### src/rtl/mul4b_acc_seq.sv
// mul4b_acc_seq: accumulates N_TERMS 8-bit products from mul4b under a
// valid/ready handshake, then holds the sum on a second valid/ready
// handshake until it is taken. Carry out of the accumulator is kept as a
// sticky overflow flag per sum.
module mul4b_acc_seq #(
  parameter  int N_TERMS = 4,
  parameter  int ACC_W   = 10,
  localparam int CNT_W   = $clog2(N_TERMS + 1)
) (
  input  logic             clk,
  input  logic             rst_n,
  input  logic             clr,
  input  logic [7:0]       prod,
  input  logic             prod_valid,
  output logic             prod_ready,
  output logic [ACC_W-1:0] acc_out,
  output logic             acc_valid,
  input  logic             acc_ready,
  output logic             ovf,
  output logic [CNT_W-1:0] term_cnt
);

  typedef enum logic [1:0] {
    IDLE  = 2'd0,
    ACCUM = 2'd1,
    HOLD  = 2'd2
  } state_e;

  localparam logic [CNT_W-1:0] LAST_CNT = CNT_W'(N_TERMS - 1);

  state_e           state_q, state_d;
  logic [ACC_W-1:0] acc_q, acc_d;
  logic [CNT_W-1:0] cnt_q, cnt_d;
  logic             ovf_q, ovf_d;
  logic             valid_q, valid_d;

  logic             xfer;
  logic [ACC_W:0]   sum_w;

  assign xfer  = prod_valid & prod_ready;
  assign sum_w = {1'b0, acc_q} + (ACC_W + 1)'(prod);

  // State and datapath registers, cleared asynchronously by rst_n
  always_ff @(posedge clk or negedge rst_n) begin
    if (!rst_n) begin
      state_q <= IDLE;
      acc_q   <= '0;
      cnt_q   <= '0;
      ovf_q   <= 1'b0;
      valid_q <= 1'b0;
    end else begin
      state_q <= state_d;
      acc_q   <= acc_d;
      cnt_q   <= cnt_d;
      ovf_q   <= ovf_d;
      valid_q <= valid_d;
    end
  end

  // Next-state logic; clr overrides any transfer or result handshake
  always_comb begin
    state_d = state_q;
    if (clr) begin
      state_d = IDLE;
    end else begin
      unique case (state_q)
        IDLE: begin
          if (xfer) state_d = (N_TERMS == 1) ? HOLD : ACCUM;
        end
        ACCUM: begin
          if (xfer && (cnt_q == LAST_CNT)) state_d = HOLD;
        end
        HOLD: begin
          if (acc_ready) state_d = IDLE;
        end
        default: state_d = IDLE;
      endcase
    end
  end

  // Datapath next values; acc_valid is registered from the next state so
  // it rises the cycle after the final term and falls with the handshake
  always_comb begin
    acc_d   = acc_q;
    cnt_d   = cnt_q;
    ovf_d   = ovf_q;
    valid_d = (state_d == HOLD);
    if (clr) begin
      acc_d = '0;
      cnt_d = '0;
      ovf_d = 1'b0;
    end else begin
      unique case (state_q)
        IDLE: begin
          if (xfer) begin
            acc_d = ACC_W'(prod);
            cnt_d = CNT_W'(1);
            ovf_d = 1'b0;
          end
        end
        ACCUM: begin
          if (xfer) begin
            acc_d = sum_w[ACC_W-1:0];
            cnt_d = cnt_q + CNT_W'(1);
            ovf_d = ovf_q | sum_w[ACC_W];
          end
        end
        HOLD: begin
          if (acc_ready) begin
            acc_d = '0;
            cnt_d = '0;
            ovf_d = 1'b0;
          end
        end
        default: begin
          acc_d = '0;
          cnt_d = '0;
          ovf_d = 1'b0;
        end
      endcase
    end
  end

  // Outputs: prod_ready decodes state only, never prod_valid
  always_comb begin
    prod_ready = (state_q != HOLD);
    acc_valid  = valid_q;
    acc_out    = acc_q;
    ovf        = ovf_q;
    term_cnt   = cnt_q;
  end

endmodule
### config.mk
export PLATFORM = sky130hd
export DESIGN_NAME = mul4b_acc_seq
export DESIGN_NICKNAME = d
export VERILOG_FILES = /design/src/rtl/mul4b_acc_seq.sv
export SDC_FILE = /design/constraint.sdc
export NUM_CORES = 1
export LEC_CHECK = 0
export CAP_MARGIN = 30
export CELL_PAD_IN_SITES_DETAIL_PLACEMENT = 0
export CELL_PAD_IN_SITES_GLOBAL_PLACEMENT = 1
export CORE_ASPECT_RATIO = 1.2
export CORE_MARGIN = 4
export CORE_UTILIZATION = 39
export DETAILED_ROUTE_END_ITERATION = 7
export HOLD_SLACK_MARGIN = 0.02
export PLACE_DENSITY_LB_ADDON = 0.1
export SYNTH_ARGS = -nofsm -noshare
export SYNTH_HDL_FRONTEND = slang
export SYNTH_SLANG_ARGS = --single-unit
### constraint.sdc
create_clock -name clk -period 6.25 [get_ports clk]
set_clock_uncertainty 0.2 [all_clocks]
set_input_delay 1.5625 -clock clk [delete_from_list [all_inputs] [get_ports clk]]
set_output_delay 1.5625 -clock clk [all_outputs]
set_load 0.05 [all_outputs]
Fig. 1: signal wires by layer
Bar = 20 µm.
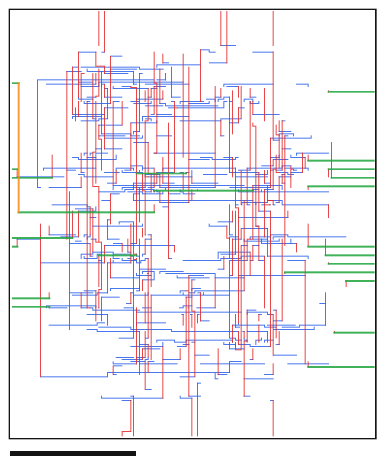
layer	colour	wire length
M2	red	1260 µm
M1	blue	1190 µm
M4	orange	20.4 µm
M3	green	182 µm
wire length per cell: 13.93 µm
detailed-route via count: 1027
total routing usage reported by global routing: 15.13%
Final Routed Wirelength: 2647 µm

Fig. 2: cells coloured by class
Bar = 20 µm. Fill, decap, tap and diode cells in grey.
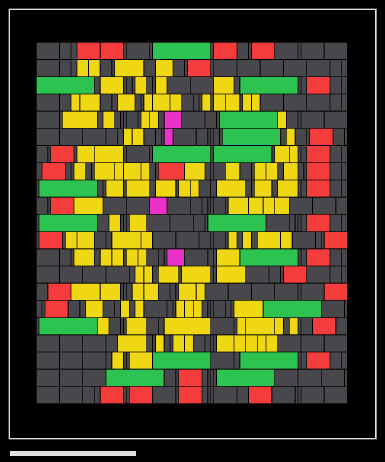
class	colour	cells
clock drivers and dummy loads	magenta	4
remaining logic cells	yellow	106
remaining buffers and delay cells	red	29
registers	green	17

Fig. 3: cell placement
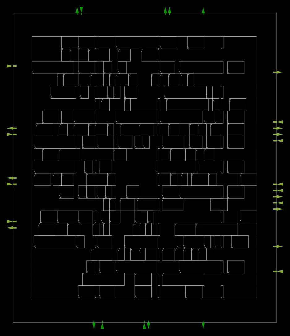
core footprint: 0.002811 mm²
final non-filler cell total: 190
count of fill cells added during filler insertion: 279
Seq area share: 28.55%

==> impl_metrics.env <==
# implementation run metrics
export IMPL_run_status="finished clean"
export IMPL_syn_num_nets=151
export IMPL_ctsHtreeMaxLevel=1
export IMPL_post_synth_top_area_cell="sky130_fd_sc_hd__dfrtp_1"
export IMPL_cts_hold_repair_buffers=0
export IMPL_power_combinational_total_w=0.000103
export IMPL_peakVddDrop_uv=99.34
export IMPL_timing_final_setup_violations=0
export IMPL_netlist_top_cell_by_instances="sky130_fd_sc_hd__dfrtp_1"
export IMPL_syn_to_final_growth_pct=28.76
export IMPL_min_path_cells=1
export IMPL_worst_r2r_cell_count=6
export IMPL_share_clk_of_total_power_pct=21.4
export IMPL_syn_inst=127
export IMPL_cts_post_setup_buffers_inserted=0
export IMPL_grt_max_degree=18
export IMPL_dp_final_hpwl_um=2019
export IMPL_worstReg2RegStart="state_q[0]"
export IMPL_totalNegativeSetupSlack_ns=0
export IMPL_unrepaired_setup_endpoints_after_global_routing="no"
export IMPL_timing_max_transition_violations_final=0
export IMPL_synthesis_area_mm2=0.001157
export IMPL_clk_power_w=0.0000615
export IMPL_synthFlopType="sky130_fd_sc_hd__dfrtp_1"
export IMPL_synth_chip_area_mm2=0.001157
export IMPL_min_delay_start="acc_out[9]"
export IMPL_p_per_area_mw_per_mm2=193.2
export IMPL_worstPathMaxFanout=13
export IMPL_top_layout_cells="sky130_fd_sc_hd__clkdlybuf4s50_1, sky130_fd_sc_hd__dfrtp_1, sky130_fd_sc_hd__nand2_1"
export IMPL_p_sw_w=0.0001040
export IMPL_first_iter_violations=13
export IMPL_final_core_util_pct=53.00
export IMPL_drt_pass1_iterations=4
export IMPL_p_sw_share_pct=36.14
export IMPL_final_period_minus_worst_setup_slack_ns=3.705
export IMPL_hold_slack_ns=0.3113
export IMPL_antenna_found_initial=0
export IMPL_clock_sinks=17
export IMPL_postLayoutCellArea_mm2=0.001490
export IMPL_grt_first_pass_wirelength_um=4588
export IMPL_chipWidth_um=57.73
export IMPL_pre_cts_slack_ns=2.326
export IMPL_cap_viol_max_count=0
export IMPL_seqPwrFrac_pct=42.9
export IMPL_startpoint_type="register"
export IMPL_share_of_post_route_cells_with_drive_strength_above_1_pct=6.410
export IMPL_synth_top_cells_by_count="sky130_fd_sc_hd__dfrtp_1, sky130_fd_sc_hd__nand2_1, sky130_fd_sc_hd__ha_1, sky130_fd_sc_hd__nor2_1"
export IMPL_num_nets_final=181
export IMPL_worst_slew_margin_rel_pct=46.83
export IMPL_post_cts_resize_count=0
export IMPL_worst_skew_pair_late_latency_ns=0.29
export IMPL_io_buffer_count=28
export IMPL_detail_route_antenna_nets=0
export IMPL_pin_count=29
export IMPL_placement_cell_area_mm2=0.001464
export IMPL_cell_internal_pwr_w=0.0001838
export IMPL_worst_r2r_setup_slack_ns=3.92
export IMPL_crit_reg2reg_capture="acc_out[8]"
export IMPL_hold_path_end="acc_out[9]"
export IMPL_cts_tree="yes"
export IMPL_synth_top_area_share_pct=36.76
export IMPL_std_cell_rows=21
export IMPL_top_power_group="sequential cells"
export IMPL_synthesis_area_per_instance_um2=9.113
export IMPL_postSynth_asyncResetShare_pct=100.0
export IMPL_antenna_cells=0
export IMPL_clock_root_buffer="sky130_fd_sc_hd__clkbuf_4"
export IMPL_chipArea_mm2=0.003907
export IMPL_timing_final_ws_setup_ns=2.545
export IMPL_route_detailed_drc=0
export IMPL_achievable_frequency_mhz=269.9
export IMPL_vias_per_cell=5.405
export IMPL_synth_area_top_cells="sky130_fd_sc_hd__dfrtp_1, sky130_fd_sc_hd__ha_1, sky130_fd_sc_hd__nand2_1, sky130_fd_sc_hd__a21oi_1, sky130_fd_sc_hd__o21ai_1"
export IMPL_die_size_y_um=67.68
export IMPL_first_global_vias=1030
export IMPL_critPathCaptureType="output pin"
export IMPL_hp_class="reg2reg"
export IMPL_clock_path_buffers=2
export IMPL_tightestPinTransition_ns=0.7951
export IMPL_critical_path_arrival_ns=1.94
export IMPL_finalCritPeriodShare_pct=59.27
export IMPL_final_hold_violations=0
export IMPL_register_share_after_synthesis_pct=36.76
export IMPL_synth_yosys_num_cells=127
export IMPL_place_gp_congestion=0.7521
export IMPL_leakagePower_nw=0.6616
export IMPL_tool_warnings=26
export IMPL_initCoreUtil_pct=41.17
export IMPL_power_combinational_fraction_pct=35.8
export IMPL_cts_buffers_inserted=3
export IMPL_seq_power_w=0.000123
export IMPL_clk_pin_slew_worst_paths_ns=0.11
export IMPL_yosysUniqueCellTypes=39
Fig. 4: gate-type map
Bar = 20 µm.
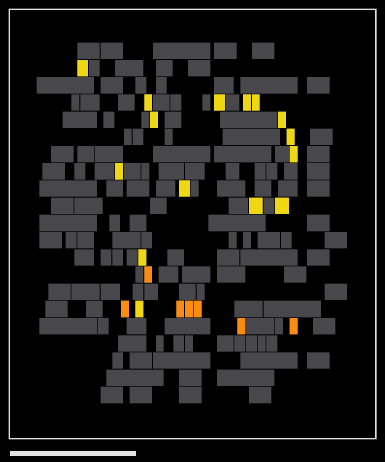
family	colour	cells	most used
inv cells	orange	7	inv_1
nor cells	yellow	15	nor2_1
Comb/total area: 45.51%
most frequent standard cell in the layout excluding fill and tap cells: sky130_fd_sc_hd__clkdlybuf4s50_1

Fig. 5: sequential cells grouped by signal name
Bar = 20 µm. Other sequential cells in the stronger grey, the rest of the logic in the fainter grey.
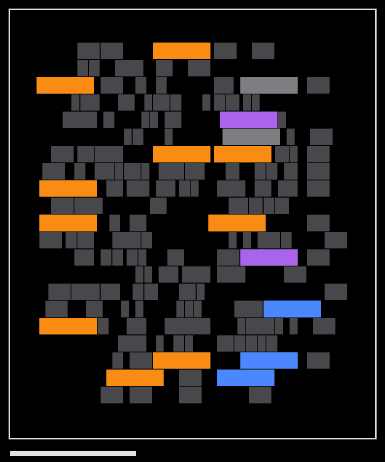
name in the netlist	colour	placed flops
`term_cnt`	blue	3
`state_q`	purple	2
`acc_out`	orange	10
not coloured	2

[worst max path at each step]
stage | start | to | slack [ns] | depth (start not counted)
floorplan | prod[0] | acc_out[8] | 2.97 | 8
global route | state_q[0] | prod_ready | 2.46 | 2
global placement | prod[0] | acc_out[8] | 2.36 | 9
CTS | state_q[0] | prod_ready | 2.53 | 2
detailed placement | prod[0] | acc_out[8] | 2.33 | 9
finish | state_q[0] | prod_ready | 2.55 | 2
[routing by layer]
layer / vias up / wire length (µm) / GRT usage (%) / part of all wire [%]
met5: - / 0 / 0 / 0
li1: 519 / - / - / -
met3: 2 / 181 / 2.868 / 6.8
met4: 0 / 20 / 5.217 / 0.76
met1: 480 / 1186 / 18.54 / 45
met2: 26 / 1258 / 26.41 / 48
[worst max-delay path, cell delays in order (launching register included)]
cell and delay, ns:
sky130_fd_sc_hd__dfrtp_1 0.62, sky130_fd_sc_hd__nand2b_2 0.22, sky130_fd_sc_hd__clkdlybuf4s50_1 0.80
[per-stage QoR]
step	total power (W)	std cells
after floorplan	0.0001949	127
after CTS	0.0002923	190
after detailed placement	0.0002291	186
after global placement	0.0002269	185
after global routing	0.0003059	190
final	0.0002879	190
[flip-flops by register name (all words and copies together), names as in the netlist]
signal,cells
acc_out,10
acc_valid,1
ovf,1
term_cnt,3
state_q,2
[kinds of logic after synthesis]
group / share of synthesized area [%]
compound gates: 23.46
simple gates: 15.79
fa+ha+maj: 12.54
flops: 36.76
buf+inv: 4.649
mux: 3.027
xor+xnor: 3.784
[area by class of cell]
type,count,area [µm²],area share (%)
Multi-Input combinational cell,99,678.2,45.51
Sequential cell,17,425.4,28.55
Timing Repair Buffer,29,291.5,19.56
Tap cell,34,42.54,2.855
Clock buffer,4,26.28,1.763
Inverter,7,26.28,1.763
Power and IR drop assume default switching activity.
